### Clock wires, drivers and flops

Scale bar: 20 um.
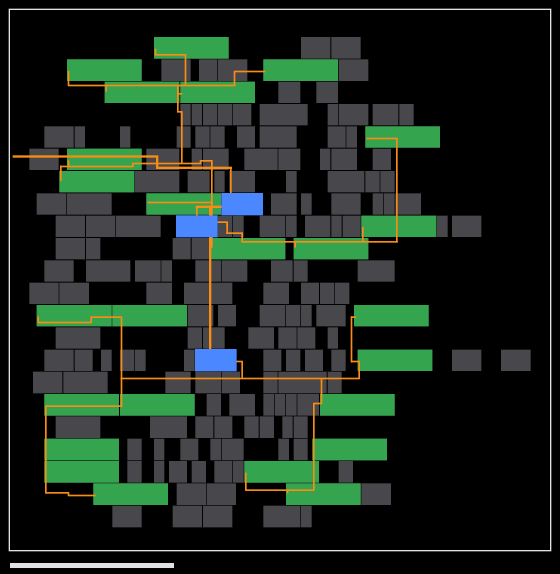
### Routing congestion

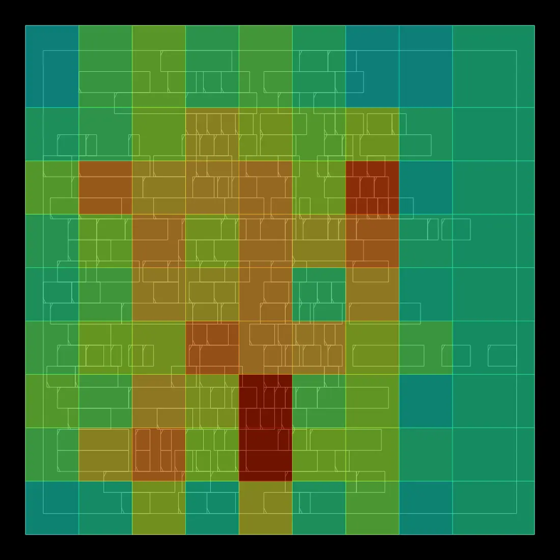
### Cell classes on the final placement

Scale bar: 20 um.
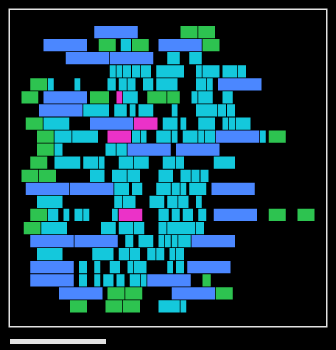
### Register map, names as in the netlist

Scale bar: 20 um. Other sequential cells in the stronger grey, the rest of the logic in the fainter grey.
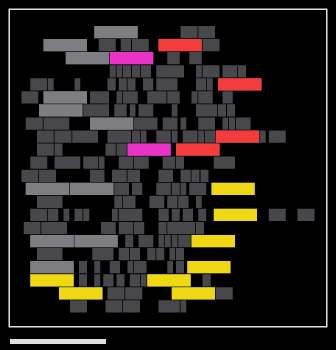
### Selected gate families

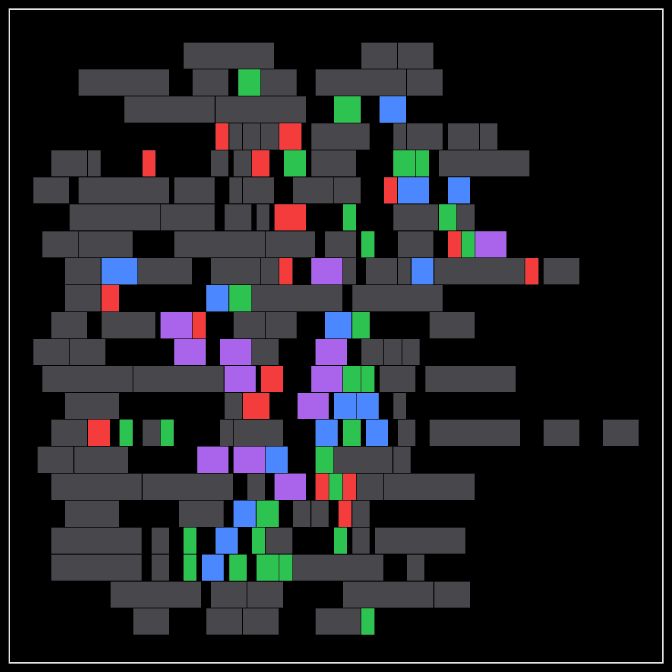
===== src/rtl/job_seq_pkg.sv =====
// Shared types and helpers for the job sequencer and its timer.
package job_seq_pkg;

   typedef enum logic [1:0] {
      IDLE  = 2'd0,
      ISSUE = 2'd1,
      WAIT  = 2'd2,
      DONE  = 2'd3
   } seq_state_t;

   // Width of the saturating stray-done counter (optional feature).
   localparam int STRAY_W = 8;

   // Bits needed to count the cycles of one WAIT window.
   function automatic int timer_width(input int timeout_cycles);
      return $clog2(timeout_cycles);
   endfunction

endpackage


===== src/rtl/job_seq_timer.sv =====
// Per-job watchdog for start/done initiators. Clear it on the issue cycle and
// enable it while waiting; expired is high on the last allowed wait cycle, so a
// timed-out job is re-issued exactly TIMEOUT_CYCLES cycles after its start.
module job_seq_timer
   import job_seq_pkg::*;
#(
   parameter int TIMEOUT_CYCLES = 16
) (
   input  logic clk,
   input  logic reset,
   input  logic clear,
   input  logic enable,
   output logic expired
);

   localparam int             W    = timer_width(TIMEOUT_CYCLES);
   localparam logic [W-1:0]   LAST = W'(TIMEOUT_CYCLES - 2);

   logic [W-1:0] cnt_q;
   logic [W-1:0] cnt_d;

   // Count wait cycles; park on the last value so expired stays asserted.
   always_comb begin
      cnt_d = cnt_q;
      if (clear) begin
         cnt_d = '0;
      end else if (enable && (cnt_q != LAST)) begin
         cnt_d = cnt_q + 1'b1;
      end
   end

   // Counter register.
   always_ff @(posedge clk or posedge reset) begin
      if (reset) begin
         cnt_q <= '0;
      end else begin
         cnt_q <= cnt_d;
      end
   end

   assign expired = enable && (cnt_q == LAST);

endmodule


===== src/rtl/job_sequencer.sv =====
// Batch initiator for the start/done handshake: one start pulse per job, waits
// for done, supervises each job with a timeout and bounded retry.
// Build option JOB_SEQUENCER_STRAY_CNT_EN adds stray_count, a saturating count
// of done pulses seen outside WAIT.
//
// state | meaning
// ------+---------------------------------------------------------------
// IDLE  | waiting for go; error and jobs_done hold last batch result
// ISSUE | start pulse for the current job, timer cleared
// WAIT  | waiting for done; timer running, retry/abort handled here
// DONE  | complete pulse, back to IDLE
module job_sequencer
   import job_seq_pkg::*;
#(
   parameter int CNT_W          = 8,
   parameter int TIMEOUT_CYCLES = 16,
   parameter int MAX_RETRY      = 2
) (
   input  logic             clk,
   input  logic             reset,
   input  logic             go,
   input  logic [CNT_W-1:0] job_count,
   input  logic             abort,
   output logic             start,
   input  logic             done,
   output logic             busy,
   output logic             complete,
   output logic             error,
   output logic [CNT_W-1:0] jobs_done
`ifdef JOB_SEQUENCER_STRAY_CNT_EN
   ,
   output logic [STRAY_W-1:0] stray_count
`endif
);

   localparam int                 RETRY_W   = (MAX_RETRY < 1) ? 1 : $clog2(MAX_RETRY + 1);
   localparam logic [RETRY_W-1:0] RETRY_MAX = RETRY_W'(MAX_RETRY);
   localparam logic [CNT_W-1:0]   JOBS_SAT  = '1;

   seq_state_t         state_q, state_d;
   logic [CNT_W-1:0]   count_q, count_d;
   logic [CNT_W-1:0]   jobs_q, jobs_d;
   logic [RETRY_W-1:0] retry_q, retry_d;
   logic               error_q, error_d;
   logic [CNT_W-1:0]   jobs_inc;
   logic               timer_expired;

   job_seq_timer #(
      .TIMEOUT_CYCLES (TIMEOUT_CYCLES)
   ) u_timer (
      .clk     (clk),
      .reset   (reset),
      .clear   (state_q == ISSUE),
      .enable  (state_q == WAIT),
      .expired (timer_expired)
   );

   assign jobs_inc = jobs_q + 1'b1;

   // Next-state and batch bookkeeping; abort outranks done and timeout.
   always_comb begin
      state_d = state_q;
      count_d = count_q;
      jobs_d  = jobs_q;
      retry_d = retry_q;
      error_d = error_q;
      case (state_q)
         IDLE: begin
            if (go) begin
               count_d = job_count;
               jobs_d  = '0;
               error_d = 1'b0;
               retry_d = '0;
               state_d = (job_count == '0) ? DONE : ISSUE;
            end
         end
         ISSUE: begin
            state_d = abort ? IDLE : WAIT;
         end
         WAIT: begin
            if (abort) begin
               state_d = IDLE;
            end else if (done) begin
               retry_d = '0;
               if (jobs_q != JOBS_SAT) begin
                  jobs_d = jobs_inc;
               end
               state_d = (jobs_inc == count_q) ? DONE : ISSUE;
            end else if (timer_expired) begin
               if (retry_q < RETRY_MAX) begin
                  retry_d = retry_q + 1'b1;
                  state_d = ISSUE;
               end else begin
                  error_d = 1'b1;
                  state_d = IDLE;
               end
            end
         end
         DONE: begin
            state_d = IDLE;
         end
         default: begin
            state_d = IDLE;
         end
      endcase
   end

   // State and batch registers.
   always_ff @(posedge clk or posedge reset) begin
      if (reset) begin
         state_q <= IDLE;
         count_q <= '0;
         jobs_q  <= '0;
         retry_q <= '0;
         error_q <= 1'b0;
      end else begin
         state_q <= state_d;
         count_q <= count_d;
         jobs_q  <= jobs_d;
         retry_q <= retry_d;
         error_q <= error_d;
      end
   end

   assign start     = (state_q == ISSUE);
   assign busy      = (state_q != IDLE);
   assign complete  = (state_q == DONE);
   assign error     = error_q;
   assign jobs_done = jobs_q;

`ifdef JOB_SEQUENCER_STRAY_CNT_EN
   logic [STRAY_W-1:0] stray_q, stray_d;

   // Count done pulses that arrive while no job is being waited on.
   always_comb begin
      stray_d = stray_q;
      if ((state_q == IDLE) && go) begin
         stray_d = '0;
      end else if (done && (state_q != WAIT) && (stray_q != '1)) begin
         stray_d = stray_q + 1'b1;
      end
   end

   // Stray counter register.
   always_ff @(posedge clk or posedge reset) begin
      if (reset) begin
         stray_q <= '0;
      end else begin
         stray_q <= stray_d;
      end
   end

   assign stray_count = stray_q;
`endif

endmodule


===== config.mk =====
export PLATFORM = sky130hd
export DESIGN_NAME = job_sequencer
export DESIGN_NICKNAME = d
export VERILOG_FILES = /design/src/rtl/job_seq_pkg.sv /design/src/rtl/job_seq_timer.sv /design/src/rtl/job_sequencer.sv
export SDC_FILE = /design/constraint.sdc
export NUM_CORES = 1
export LEC_CHECK = 0
export ABC_AREA = 0
export CORE_MARGIN = 2
export CORE_UTILIZATION = 40
export DETAILED_ROUTE_END_ITERATION = 10
export GPL_ROUTABILITY_DRIVEN = 0
export GPL_TIMING_DRIVEN = 0
export PLACE_DENSITY = 0.73
export SLEW_MARGIN = 10
export SYNTH_ARGS = -nofsm -noshare
export SYNTH_HDL_FRONTEND = slang
export SYNTH_SLANG_ARGS = --single-unit

===== constraint.sdc =====
create_clock -name clk -period 4 [get_ports clk]
set_clock_uncertainty 0.05 [all_clocks]
set_input_delay 0.4 -clock clk [delete_from_list [all_inputs] [get_ports clk]]
set_output_delay 0.4 -clock clk [all_outputs]
set_load 0.005 [all_outputs]

==> changes_impl.md <==
### Changed

- Clk. pwr: roughly 0.15 mW
- Level count of the clock H-tree: 1
- Maximum root-to-sink buffer count: 2
- Non-clock inverters: 8
- Arrival @ worst endpoint: roughly 1.7 ns
- Worst Path Max Fanout: 8
- Mux frac, synth: 6.88%
- Global-route usage over all layers: around 16%
- Proportion of synthesized flip-flops having asynchronous set or reset: 100%
- Setup Viol. Count Final: 0
- Count of warnings emitted by yosys: 0
- Number of max-slew violations in the final report: 0
- Flop-to-flop setup slack: about 2.2 ns
- Required time worst endpoint: 3.55 ns
- Net switching power figure: between 0.2 and 0.25 mW
- Combinational power: about 0.23 mW
- Start point of the critical path: state_q[0]
- Gate count of the mapped netlist: 156
- Worst-Margin Slew: roughly 0.94 ns
- Clock buffers created by TritonCTS: 3
- Post-Syn Nets: 172
- Post-place instance area: approximately 0.0018 mm^2
- Unrepaired setup endpoints after global routing: no
- Count of non-filler cells in the finished layout: between 200 and 250
- Clock network latency to the later pin of the worst-skew pair: around 0.27 ns
- Final period utilization: between 50% and 60%
- CTS Hold Bufs: 0
- Post-Synth AOI/OAI Area: a little under a fifth
- Worst reg2reg path depth: 6
- Hold path startpoint: error
- Switching power share of the total: about a third
- Portion of the layout cell area used by clock cells: 2.40%
- Crit path time final: 2.18 ns
- Count of antenna diodes in the layout: 0
- Dominant power group: sequential cells
- Sequence of cells on the critical path: inv_1, nor2_1, clkdlybuf4s50_1
- Total cells reported by yosys after synthesis: approximately 160
- Relative area change from synthesis to final layout: 22.6%
- Signal buffers share of area: between 10% and 20%
- Final Hold Vio Count: 0
- I/O pin total: 25
- Flop count: 25
- Fillers: 343
- Largest delay contributor family on the critical path: buffers and inverters
- Unique cell type count in the Yosys netlist: roughly 50
- Setup crit start kind: register
- Run status: finished, final reports clean
- Nets: 201
- Number of non-clock buffers in the layout: 28
Back to the opening pictures, 'Clock wires, drivers and flops':
- blue: clock-net drivers (count 3)
- orange: clock wires (length 310 um)
- green: flip-flops (count 25)
- routed clock nets: 4

Back to the opening pictures, 'Routing congestion':
met3 track utilization from global routing: 3.07%
wire length per cell: 14.2 um
GRT met2 Usage: 28.4%
global routing usage on met1: 19.5%

Back to the opening pictures, 'Cell classes on the final placement':
- cyan: remaining logic cells (cells 127)
- magenta: clock drivers and dummy loads (cells 4)
- green: remaining buffers and delay cells (cells 28)
- blue: registers (cells 25)

Back to the opening pictures, 'Register map, names as in the netlist':
- red: `u_timer.cnt_q` (sequential cells 4)
- yellow: `jobs_done` (sequential cells 8)
- magenta: `state_q` (sequential cells 2)
- not coloured: 11

Back to the opening pictures, 'Selected gate families':
- green: nand cells (cells 27; most used nand2_1)
- purple: xor and xnor cells (cells 12; where centre)
- red: nor cells (cells 17; most used nor2_1)
- blue: and/or cells (cells 15; most used and3_1)

==> layout by cell type, fill, tap and decap left out, drive strengths merged, types with 6 or more instances in the layout <==
cell type and n:
clkdlybuf4s50 24, xnor2 6, nand2 15, mux2 7, o21ai 13, xor2 6, a21oi 10, dfrtp 25
inv 8, nand3 6, nor2 11, and3 6
==> metrics by stage <==
stage	utilization, %	hold WS [ns]
final	51.2	0.464
after global routing	51.2	0.484
after CTS	51.2	0.468
after detailed placement	49.9	0.449
after global placement	49.9	0.432
after floorplan	-	0.377
==> cell families after synthesis <==
group                    count (synthesis)
flip-flops                              25
XOR/XNOR                                12
buffers and inverters                   12
AND/OR/NAND/NOR                         59
multiplexers                             7
adder cells (fa/ha/maj)                  3
AND-OR/OR-AND                           38
==> sequential cells by signal, indices dropped and copies added, names as in the netlist <==
signal,count
jobs_done,8
u_timer.cnt_q,4
error,1
state_q,2
count_q,8
retry_q,2
==> per-layer routing <==
metal	GRT usage (%)	part of all wire, %	vias to the layer above
li1	-	-	608
met1	19.5	45	600
met2	28.4	51	28
met3	3.07	3.7	2
met4	3.91	0.55	0
met5	0	0	-
==> cells in the mapped netlist (2+ instances only) <==
master / count / area, um^2
nand2b_1: 4 / 25.0
nand2_1: 14 / 52.6
nor3_1: 2 / 10.0
nand3_1: 6 / 30.0
nor2_1: 10 / 37.5
and2_1: 2 / 12.5
and3_1: 5 / 31.3
o21ai_1: 4 / 20.0
mux2_4: 7 / 105
o21ai_0: 7 / 35.0
buf_6: 2 / 22.5
or3_1: 3 / 18.8
dfrtp_1: 25 / 626
nor4_1: 2 / 12.5
a21oi_1: 9 / 45.0
xnor2_1: 6 / 52.6
inv_1: 8 / 30.0
ha_1: 3 / 37.5
xor2_1: 6 / 52.6
Power and IR drop assume default switching activity.
